<file path="src/rtl/pc_sequencer.sv">
// pc_sequencer: multi-cycle fetch/exec/mem sequencer owning the PC and instruction register
module pc_sequencer #(
  parameter int              PC_W        = 8,
  parameter logic [PC_W-1:0] START_PC    = '0,
  parameter int              MEM_TIMEOUT = 15
) (
  input  logic            clock_i,
  input  logic            reset_i,
  input  logic            start_i,
  input  logic [PC_W-1:0] start_addr_i,
  input  logic [7:0]      instr_i,
  input  logic            branchf_i,
  input  logic            branchb_i,
  input  logic [PC_W-1:0] offset_i,
  input  logic            memread_i,
  input  logic            memwrite_i,
  input  logic            done_i,
  input  logic            mem_ack_i,
  output logic            mem_req_o,
  output logic [PC_W-1:0] pc_o,
  output logic [7:0]      instr_o,
  output logic            exec_en_o,
  output logic            busy_o,
  output logic            halted_o,
  output logic            error_o,
  output logic [15:0]     cycle_cnt_o
);
  localparam int WW = MEM_TIMEOUT > 1 ? $clog2(MEM_TIMEOUT) : 1;
  typedef enum logic [2:0] {IDLE, FETCH, EXEC, MEM, HALT} state_t;
  state_t          state_q, state_d;
  logic [PC_W-1:0] pc_q, pc_d;
  logic [7:0]      instr_q, instr_d;
  logic            error_q, error_d;
  logic [15:0]     cnt_q, cnt_d;
  logic [WW-1:0]   wait_q, wait_d;
  assign busy_o      = state_q == FETCH || state_q == EXEC || state_q == MEM;
  assign halted_o    = state_q == HALT;
  assign pc_o        = pc_q;
  assign instr_o     = instr_q;
  assign error_o     = error_q;
  assign cycle_cnt_o = cnt_q;
  // next-state, PC update and the combinational commit/request strobes
  always_comb begin
    state_d   = state_q;
    pc_d      = pc_q;
    instr_d   = instr_q;
    error_d   = error_q;
    wait_d    = wait_q;
    cnt_d     = (busy_o && cnt_q != 16'hFFFF) ? cnt_q + 16'd1 : cnt_q;
    exec_en_o = 1'b0;
    mem_req_o = 1'b0;
    unique case (state_q)
      IDLE, HALT: begin
        if (start_i) begin
          state_d = FETCH;
          pc_d    = start_addr_i;
          error_d = 1'b0;
          cnt_d   = '0;
        end
      end
      FETCH: begin
        instr_d = instr_i;
        state_d = EXEC;
      end
      EXEC: begin
        if (done_i) begin
          state_d = HALT;
        end else if (memread_i || memwrite_i) begin
          state_d = MEM;
          wait_d  = '0;
        end else begin
          exec_en_o = 1'b1;
          pc_d      = branchf_i ? pc_q + offset_i : branchb_i ? pc_q - offset_i : pc_q + 1'b1;
          state_d   = FETCH;
        end
      end
      MEM: begin
        mem_req_o = 1'b1;
        if (mem_ack_i) begin
          exec_en_o = 1'b1;
          pc_d      = pc_q + 1'b1;
          state_d   = FETCH;
        end else if (wait_q == WW'(MEM_TIMEOUT - 1)) begin
          error_d = 1'b1;
          state_d = HALT;
        end else begin
          wait_d = wait_q + 1'b1;
        end
      end
      default: state_d = IDLE;
    endcase
  end
  // state register with synchronous reset
  always_ff @(posedge clock_i) begin
    if (reset_i) begin
      state_q <= IDLE;
      pc_q    <= START_PC;
      instr_q <= '0;
      error_q <= 1'b0;
      cnt_q   <= '0;
      wait_q  <= '0;
    end else begin
      state_q <= state_d;
      pc_q    <= pc_d;
      instr_q <= instr_d;
      error_q <= error_d;
      cnt_q   <= cnt_d;
      wait_q  <= wait_d;
    end
  end
endmodule

</file>
<file path="config.mk">
export PLATFORM = sky130hd
export DESIGN_NAME = pc_sequencer
export DESIGN_NICKNAME = d
export VERILOG_FILES = /design/src/rtl/pc_sequencer.sv
export SDC_FILE = /design/constraint.sdc
export NUM_CORES = 1
export LEC_CHECK = 0
export ABC_AREA = 0
export CORE_MARGIN = 2
export CORE_UTILIZATION = 35
export CTS_BUF_LIST = sky130_fd_sc_hd__clkbuf_4 sky130_fd_sc_hd__clkbuf_8
export DETAILED_ROUTE_END_ITERATION = 10
export PLACE_DENSITY_LB_ADDON = 0.05
export SLEW_MARGIN = 20
export SYNTH_ARGS = -nofsm -noshare
export SYNTH_HDL_FRONTEND = slang
export SYNTH_SLANG_ARGS = --single-unit
</file>
<file path="constraint.sdc">
create_clock -name clock_i -period 4.9 [get_ports clock_i]
set_input_delay 0.49 -clock clock_i [delete_from_list [all_inputs] [get_ports clock_i]]
set_output_delay 0.49 -clock clock_i [all_outputs]
set_load 0.01 [all_outputs]
</file>
==> deck_impl_summary.md, run 1 <==
Key Metrics from the Run

Run status
  – Status: finished, final reports clean

Timing
  – Worst slew margin: 0.405
  – RSZ-0062 raised after global routing: false
  – Tcrit/Tclk final: 0.541

Global route
  – First-pass GRT wire length: 12.0 mm
  – M2 GR Usage: 0.295
  – Largest net degree at the start of global routing: 24
  – Routing usage on met3: 0.0411

Placement
  – Setup WS pre-CTS: 1.99 ns
  – Placed Area: about 3500 um^2
  – I/O Buffers: roughly 70

Power and ir drop
  – P_leak: 0.00132 uW
  – Final Power: 831 uW
  – Part of the power in registers: 0.436
  – Power Density: 233 nW/um^2

Yosys
  – Top cells by area: dfxtp_1 (29%), ha_1 (8.3%), nor2_1 (6.7%)
  – Ys flop type: dfxtp_1
  – Mapped Cells: around 330
  – Synth top area share: 0.294
  – Yosys top cell by area: dfxtp_1

Worst hold path
  – Hold Startpoint: error_o$_SDFFE_PP0P_

Finish
  – Design Area, Final: between 3000 and 4000 um^2
  – Flop share of the area: 0.225
  – Top cell excl fill/tap: clkdlybuf4s50_1
  – ANT cells: 0
  – Area Overhead vs Synth: 30.7%
  – Top cells excl fill/tap: clkdlybuf4s50_1 (69), nor2_1 (49), dfxtp_1 (40)
  – Signal buffers: roughly 70
  – Signal buf overhead: 0.196
  – Inverters, non-clock: 20
  – Clock buffer cells: 6
  – Nets: approximately 450

Setup path
  – WS Path Type: in -> out
  – Most frequent CP cell: clkdlybuf4s50_1
  – Critical Path Start Type: input pin
  – Worst r2r src: pc_o[0]$_SDFFE_PP0P_
  – Critical path peak fanout: 4
  – Cell Chain, Critical Path: clkdlybuf4s50_1 > nor4_1 > o21ai_2 > inv_2 > clkdlybuf4s50_1
  – WP buf/inv: 3

Job
  – Max Cap Viol: 0

Clock network
  – Hold_buf cts: 0
  – Root buffer cell: clkbuf_8
  – Clock transition at the registers of the reported paths: approximately 0.080 ns
  – CTS Buffer Depth: 2

Route
  – Router iterations before antenna repair: 4
  – Met2 routed WL: around 3.4 mm
  – Total Wirelength: between 6 and 7 mm

Die
  – DIE AREA: about 8500 um^2
  – FP Rows: 32
-- run 1: cell families (layout without fill, tap and decap cells) --
| kind of cell | Yosys count | after routing | synth area share |
|---|---|---|---|
| muxes | 11 | 11 | 0.0409 |
| buffers and inverters | 33 | 98 | 0.0592 |
| and+or+nand+nor | 135 | 135 | 0.240 |
| DFF | 40 | 40 | 0.294 |
| xor gates and xnor gates | 29 | 29 | 0.0932 |
| adders and majority gates | 20 | 20 | 0.0973 |
| AOI/OAI and AO/OA | 64 | 64 | 0.175 |
-- run 1: final timing paths --
path | to | slack, ns | depth (start not counted)
worst max register to register | pc_o[6]$_SDFFE_PP0P_ | 2.43 | 10
worst min-delay path | error_o$_SDFFE_PP0P_ | 0.49 | 2
worst max-delay path | exec_en_o | 2.25 | 5
worst min register to register | error_o$_SDFFE_PP0P_ | 0.49 | 2
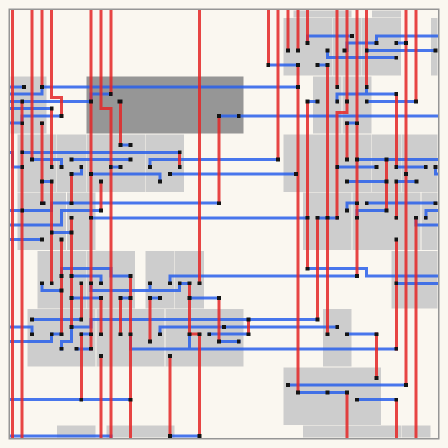
(run_1/detail.png)
Region (59, 13) to (79, 33) um. Cells in gray, sequential cells in the stronger gray; small squares are vias.
[metal 1] blue
[metal 2] red
most frequent: nor2_1 (5), nand2_1 (4)
sequential cells in the window: 1
netlist names of flops here include: pc_o (1)
cells with their middle in the window: 29

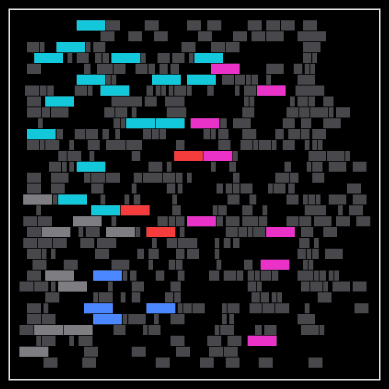
(run_1/flops_by_reg.png)
Scale: 4 px per um. Other sequential cells in the stronger gray, the rest of the logic in the fainter gray.
[pc_o] magenta | flops: 8
[state_q] red | flops: 3
[wait_q] blue | flops: 4 | where: bottom left
[cycle_cnt_o] cyan | flops: 16
not colored: 9

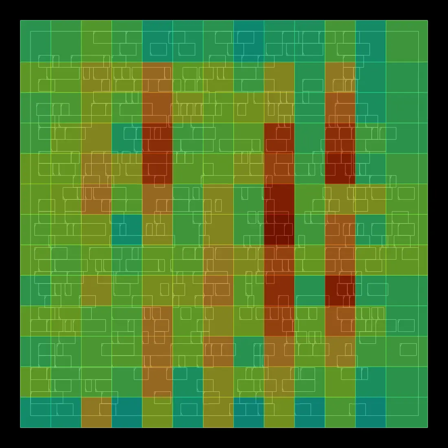
(run_1/congestion.png)
Avg WL per Cell: 13.8 um
Util after Layout: 0.466
GRT met1 Usage: 0.209

==> run_1/clk_routes.png <==
Scale: 3 px per um.
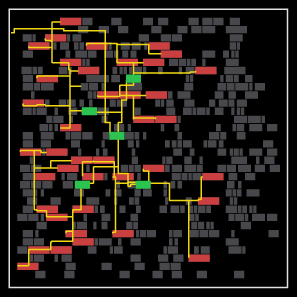

==> inputs of run 2 (changes only) <==
==> constraint.sdc (replaced) <==
create_clock -name clock_i -period 2.35 [get_ports clock_i]
set_input_delay 0.235 -clock clock_i [delete_from_list [all_inputs] [get_ports clock_i]]
set_output_delay 0.235 -clock clock_i [all_outputs]
set_load 0.01 [all_outputs]
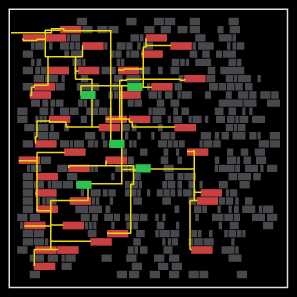
(run_2/clk_routes.png)
Scale: 3 px per um.
[flip-flops] red | count: 40
[clock wires] yellow | length: 596 um
[clock drivers] green | count: 5
routed clock nets: 6

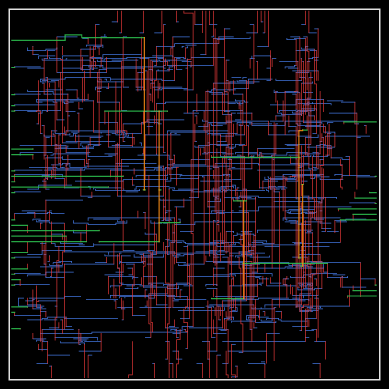
(run_2/wires.png)
Scale: 4 px per um.
[metal 1] blue | wire length: 3,370 um
[metal 4] orange | wire length: 149 um
[metal 2] red | wire length: 3,420 um
[metal 3] green | wire length: 325 um

==> run 2 against run 1 <==
Hold slack gained 0.011 ns. Highest routed layer unchanged. Largest power group unchanged. Flip-flop count is the same. Clock skew grew 0.0017 ns.
==> deck_impl_summary.md, run 2 <==
Key Metrics from the Run

Run status
  – Status: finished, final reports clean

Setup path
  – Worst setup endpoint: pc_o[6]$_SDFFE_PP0P_
  – Critical Path Start Type: input pin
  – Reg2reg setup slack: around 0.1 ns
  – WS Path Type: in -> reg
  – WP depth: 10

Finish
  – Nets: between 400 and 500
  – Clock buffer cells: 7
  – Signal buffers: 101
  – Signal buf overhead: 0.245
  – Top cells excl fill/tap: clkdlybuf4s50_1 (69), nor2_1 (49), dfxtp_1 (40)
  – Util after Layout: 0.498
  – Flop share of the area: 0.210
  – Top cell excl fill/tap: clkdlybuf4s50_1

Global route
  – Largest net degree at the start of global routing: 23
  – GRT met1 Usage: 0.210

Placement
  – Placed Area: around 3700 um^2

Route
  – Total Wirelength: 7.27 mm

Yosys
  – Yosys top cell by area: dfxtp_1
  – Xor/xnor share: 0.0932
  – Aoi share: 0.175
  – Mapped Cells: ~330

Power and ir drop
  – Part of the power in registers: 0.405

Timing
  – Tcrit/Tclk final: 0.969

Clock network
  – Hold_buf cts: 0

Job
  – Max Cap Viol: 0
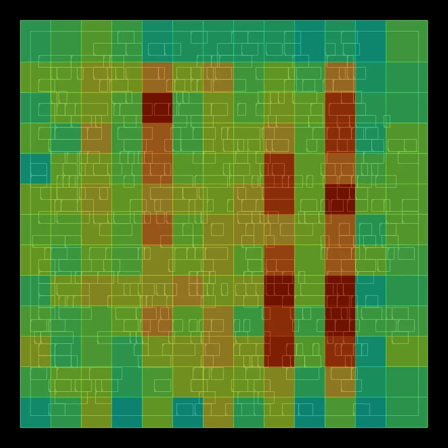
(run_2/congestion.png)
M2 GR Usage: 0.299
Avg WL per Cell: 13.7 um
GRT Max-Usage Layer: met2

## run 2: cell counts after synthesis
No cell type changed its count.
## run 2: logic make-up (layout without fill, tap and decap cells)
| kind of cell | Yosys count | count (layout) |
|---|---|---|
| xor+xnor | 29 | 29 |
| simple gates | 135 | 135 |
| buf+inv | 33 | 129 |
| flops | 40 | 40 |
| mux | 11 | 11 |
| fa+ha+maj | 20 | 20 |
| compound gates | 64 | 64 |
## run 2: repair_timing
item	4_1_cts	5_1_grt
resized	1	3
setup buffers	0	1
pin swaps	0	5
setup endpoints to repair	1	1
## run 2: power groups by stage
stage          Sequential (uW)  Combinational, uW  Clock (uW)
2_1_floorplan              768                309           0
3_3_place_gp               751                574           0
3_5_place_dp               751                576           0
4_1_cts                    735                581         521
5_1_grt                    740                643         548
6_report                   735                582         500
Power and IR drop assume default switching activity.
